final_congestion.png
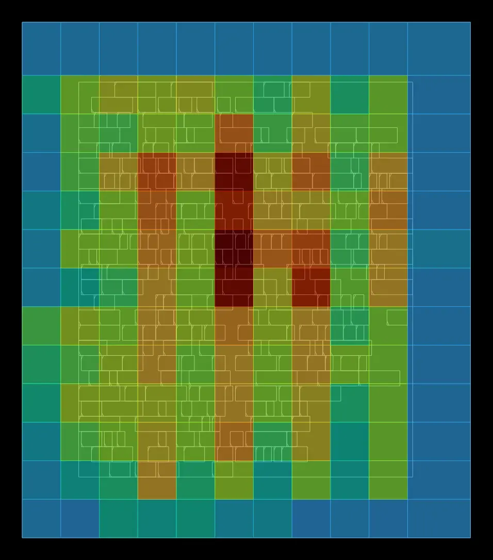
registers.png
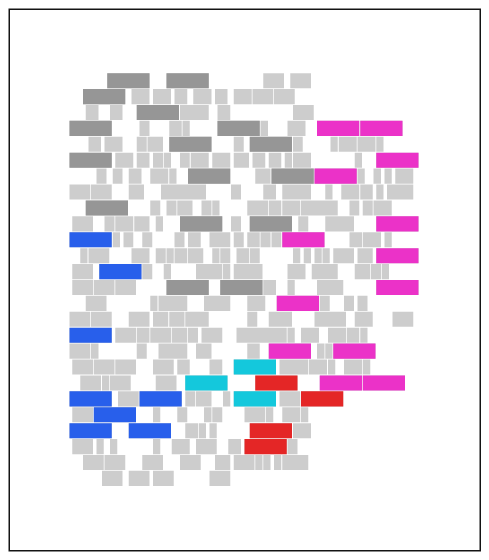
gate_families.png
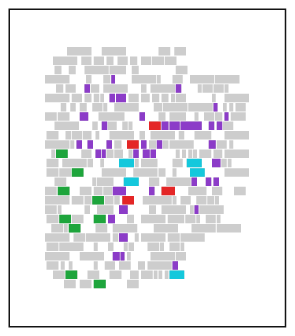
met2.png
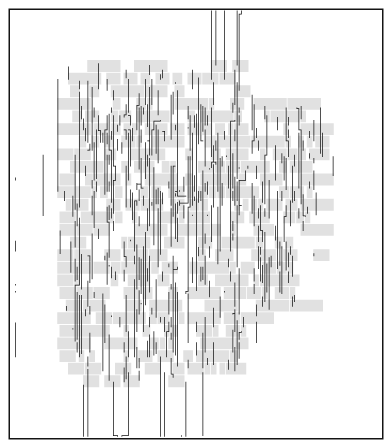
==> config.mk <==
export PLATFORM = sky130hd
export DESIGN_NAME = fifo_drain_ctrl
export DESIGN_NICKNAME = d
export VERILOG_FILES = /design/src/rtl/fifo_drain_ctrl.sv
export SDC_FILE = /design/constraint.sdc
export NUM_CORES = 1
export LEC_CHECK = 0
export CAP_MARGIN = 25
export CORE_ASPECT_RATIO = 1.2
export CORE_MARGIN = 10
export CORE_UTILIZATION = 50
export DETAILED_ROUTE_END_ITERATION = 10
export GPL_ROUTABILITY_DRIVEN = 0
export PLACE_DENSITY = 0.72
export SYNTH_ARGS = -nofsm -noshare
export SYNTH_HDL_FRONTEND = slang
export SYNTH_SLANG_ARGS = --single-unit
==> constraint.sdc <==
create_clock -name clk50M -period 4.9 [get_ports clk50M]
set_input_delay 1.47 -clock clk50M [delete_from_list [all_inputs] [get_ports clk50M]]
set_output_delay 1.47 -clock clk50M [all_outputs]
set_load 0.01 [all_outputs]
==> src/rtl/fifo_drain_ctrl.sv <==
// fifo_drain_ctrl: drains a byte FIFO into a UART in bursts on threshold or idle timeout
module fifo_drain_ctrl #(
  parameter int THRESH  = 8,
  parameter int TIMEOUT = 5000
) (
  input  logic       clk50M,
  input  logic       rst,
  input  logic       en,
  input  logic [7:0] fifo_cnt,
  input  logic       fifo_empty,
  output logic       fifo_rd_en,
  input  logic [7:0] fifo_dout,
  input  logic       tx_busy,
  output logic       tx_start,
  output logic [7:0] tx_data,
  output logic       busy,
  output logic       burst_done
);
  localparam int TW = $clog2(TIMEOUT + 1);
  typedef enum logic [2:0] {IDLE, RD, LATCH, START, WAIT_BSY, WAIT_DONE} state_t;
  state_t state, nxt;
  logic [TW-1:0] idle_tmr;
  logic [7:0] remain, prev_cnt;
  logic [3:0] wcnt;
  logic thr_hit, tmo_hit, trig, last;
  // out-of-range thresholds disable the level trigger, leaving only the timeout flush
  assign thr_hit = (THRESH > 0) && (THRESH <= 32) && (int'(fifo_cnt) >= THRESH);
  assign tmo_hit = (fifo_cnt != 8'd0) && (idle_tmr == TW'(TIMEOUT));
  assign trig    = en && (thr_hit || tmo_hit);
  assign last    = (remain <= 8'd1) || !en;
  always_ff @(posedge clk50M) state <= rst ? IDLE : nxt;
  always_comb begin
    nxt = state;
    case (state)
      IDLE:      nxt = trig ? RD : IDLE;
      RD:        nxt = fifo_empty ? IDLE : LATCH;
      LATCH:     nxt = START;
      START:     nxt = tx_busy ? START : WAIT_BSY;
      WAIT_BSY:  nxt = (tx_busy || wcnt == 4'd15) ? WAIT_DONE : WAIT_BSY;
      WAIT_DONE: nxt = tx_busy ? WAIT_DONE : (last ? IDLE : RD);
      default:   nxt = IDLE;
    endcase
  end
  always_comb begin
    fifo_rd_en = !rst && state == RD && !fifo_empty;
    tx_start   = !rst && state == START && !tx_busy;
    burst_done = !rst && ((state == RD && fifo_empty) || (state == WAIT_DONE && !tx_busy && last));
    busy       = state != IDLE;
  end
  always_ff @(posedge clk50M) begin
    if (rst) begin
      idle_tmr <= '0;
      remain   <= 8'd0;
      prev_cnt <= 8'd0;
      wcnt     <= 4'd0;
      tx_data  <= 8'h00;
    end else begin
      prev_cnt <= fifo_cnt;
      wcnt     <= (state == WAIT_BSY) ? wcnt + 4'd1 : 4'd0;
      if (state == LATCH) tx_data <= fifo_dout;
      if (state != IDLE || trig || fifo_cnt == 8'd0 || fifo_cnt != prev_cnt) idle_tmr <= '0;
      else if (idle_tmr != TW'(TIMEOUT)) idle_tmr <= idle_tmr + 1'b1;
      if (state == IDLE && trig) remain <= fifo_cnt;
      else if (state == WAIT_DONE && !tx_busy && remain != 8'd0) remain <= remain - 8'd1;
    end
  end
endmodule
==> job_summary.md <==
### Yosys + OpenROAD results

| Metric | Value |
|---|---|
| Transition time of the tightest slew-check pin | 0.623 ns |
| Most frequent cells in the layout | sky130_fd_sc_hd__dfxtp_1 (44), sky130_fd_sc_hd__nor2_1 (35), sky130_fd_sc_hd__clkdlybuf4s50_1 (32) |
| Starting density of the core | 0.515 |
| Wire length of the first global-routing pass | 7960 µm |
| Via Count | 1772 |
| Overall die width | 80.3 µm |
| Dominant logic cell type in the layout | sky130_fd_sc_hd__dfxtp_1 |
| Cts hold-fix bufs | 0 |
| Number of levels the H-tree was split into | 2 |
| Summed instance area of the synthesized netlist | 0.00218 mm² |
| Chip area line of the yosys report | 0.00218 mm² |
| End of the worst hold path | wcnt[0]$_SDFF_PP0_ |
| Maximum Capacitance Violations | 0 |
| Total iterations of the first detailed-routing run | 4 |
| Clock latency of the later-clocked register in the worst-skew pair | 0.29 ns |
| Number of routed nets with antenna violations | 0 |
| Number of diodes | 0 |
| Relative contribution of the clock network to total power | 0.321 |
| Clock period minus worst slack | 4.51 ns |
| Vertical die dimension | 92.3 µm |
| Flop and latch count out of synthesis | 44 |
| Crit. path cell count | 4 |
| Register clock-pin slew on the reported worst setup and hold paths | 0.07 ns |
| Number of input and output port buffers inserted | 32 |
| Synthesis warning total | 0 |
| Leakage power summed over all cells | 0.884 nW |
| Combinational fraction of design power | 0.145 |
| Per-cell via count in the routed design | 5.44 |
| XORs/XNORs by Area | 0.0884 |
| Flip-flops with a built-in enable | 0 |
| Critical path buffers and inverters | 2 |
| Pins Over Slew Limit | 0 |
| Total placed cells including tap cells | 318 |
| Top cells by area in the synthesized netlist | sky130_fd_sc_hd__dfxtp_1 (40%), sky130_fd_sc_hd__nor2_1 (6.0%), sky130_fd_sc_hd__xor2_1 (4.8%), sky130_fd_sc_hd__nand3_1 (4.6%), sky130_fd_sc_hd__mux2i_1 (4.1%) |
| Clock root cell | sky130_fd_sc_hd__clkbuf_8 |
| Worst-case setup margin in the final layout | 0.395 ns |
| Depth of the worst register-to-register path | 7 |
| Synth mux share | 0.0413 |
| Outcome | finished, final reports clean |
| Area fraction in and, or, nand and nor cells | 0.308 |
| Mean Syn Cell Area | 9.12 µm² |
| Setup violators final | 0 |
| Worst reg2reg setup slack | 2.98 ns |
| Synthesized Nets | 265 |
| Seq. pwr | 0.000384 W |
| Number of top-level pins | 33 |
| Vias in the first global route | 1763 |
| Crit path top cell by count | sky130_fd_sc_hd__clkdlybuf4s50_1 |
| Hold Path Stages | 1 |
| Fraction of power consumed by sequential logic | 0.534 |
| Kind of cell with the highest combined delay on the critical path | buffers and inverters |
| Maximum number of pins on one net before global-route repair | 30 |
| Power in the clock group | 0.000231 W |
| Fraction of the core area covered by cells at the end of the flow | 0.618 |
| Logic area | 0.00121 mm² |
| Library cell contributing the largest single delay on the critical path | sky130_fd_sc_hd__clkdlybuf4s50_1 |
| Biggest combinational cell group after synthesis | simple AND/OR/NAND/NOR gates |
| Peak supply drop | 0.171 mV |
| R2r endpoint | idle_tmr[2]$_SDFFE_PP0P_ |
| Signed area change from the synthesized netlist to the final layout | 20.0% |
| Sum of internal, switching and leakage power | 0.000719 W |
| Launching point of the worst reg2reg path | idle_tmr[0]$_SDFFE_PP0P_ |
| Critical path fanouts, max | 5 |
| Clock Sink Count | 44 |
| Startpoint of the worst hold path | wcnt[0]$_SDFF_PP0_ |
| Sequential element share of the synthesized area | 0.404 |
| Post-route cell area | 0.00262 mm² |
| Wire length after detailed routing | 4560 µm |
| Tally of OpenROAD warnings | 28 |
| Required time of the critical path | 3.43 ns |
| FFs w/ async S/R, synth | 0 |
| Cell-by-cell listing of the critical path | clkdlybuf4s50_1 -> nand2b_1 -> nor4b_1 -> clkdlybuf4s50_1 |
| Violation count after the first detailed-routing iteration | 79 |
| Yosys Instances | 239 |
| Layout net count | 295 |
| List of most frequent post-synthesis cells | sky130_fd_sc_hd__dfxtp_1 (44), sky130_fd_sc_hd__nor2_1 (35), sky130_fd_sc_hd__nand3_1 (20) |
| Min-Delay Path Class | reg -> reg |
| P_int | 0.000539 W |
| Aggregate negative setup slack | 0 ns |
| Type of the setup path with the least slack | in -> out |
| Launching element type of the critical path | input pin |
| Clock tree buffer depth | 2 |
| Fill cells | 382 |
| Post-CTS Repair Setup Buffers | 0 |
| Number of endpoints with negative hold slack in the final report | 0 |
| Area share of the largest cell type after synthesis | 0.404 |
| HPWL Detailed | 3390 µm |
| Initial antenna violation count | 0 |
| Switching share of power | 0.250 |
| Worst setup path start | tx_busy |
| Switching power of the nets | 0.000180 W |
| Setup slack at placement | 0.377 ns |
| Synthesized-area fraction occupied by adder cells | 0.0287 |
| CTS tree | done |
| Post-route non-filler standard cell count | 326 |
| Resized Gates After CTS | 0 |
| Power per unit of standard cell area | 275 mW/mm² |
| Post-place instance area | 0.00252 mm² |
Back to the opening pictures, final_congestion.png:
Routed wire per std cell: 14.0 µm
met1 Track Usage GR: 0.146
GR Layer Usage met3: 0.0551
busiest grt layer: met2

Back to the opening pictures, registers.png:
| colour | signal | placed flops |
|---|---|---|
| red | wcnt | 4 |
| cyan | state | 3 |
| blue | tx_data | 8 |
| magenta | idle_tmr | 13 |
not coloured: 16

Back to the opening pictures, gate_families.png:
| colour | family | cells |
|---|---|---|
| red | AND-OR and OR-AND gates | 4 |
| purple | NAND gates | 39 |
| green | multiplexers | 9 |
| cyan | adder and majority cells | 5 |

Back to the opening pictures, met2.png:
longest straight run: 38.1 µm
main direction: vertical
nets with wire on the layer: 245
wire length on this layer: 2150 µm

-- registers in the layout, summed over array words and instances, names as in the netlist --
register and cells:
state 3, wcnt 4, idle_tmr 13, prev_cnt 8
remain 8, tx_data 8
-- final cells by class --
cell class              instances  share of cell area
multi-input cells             177               0.464
flip-flops and latches         44               0.337
repair buffers                 34               0.128
clock buffers                   8              0.0344
well taps                      56              0.0268
inverters                       7              0.0100
-- cells by family after synthesis --
group | count (synthesis)
DFF | 44
and+or+nand+nor | 112
buffers and inverters | 18
muxes | 9
AOI/OAI and AO/OA | 29
xor gates and xnor gates | 22
adders and majority gates | 5
-- metal layers --
metal,up-vias,part of all wire,global-route usage
li1,902,-,-
met1,822,0.43,0.146
met2,37,0.47,0.214
met3,11,0.072,0.0551
met4,0,0.026,0.0618
met5,-,0,0
Power is estimated from default activity; no workload was simulated.
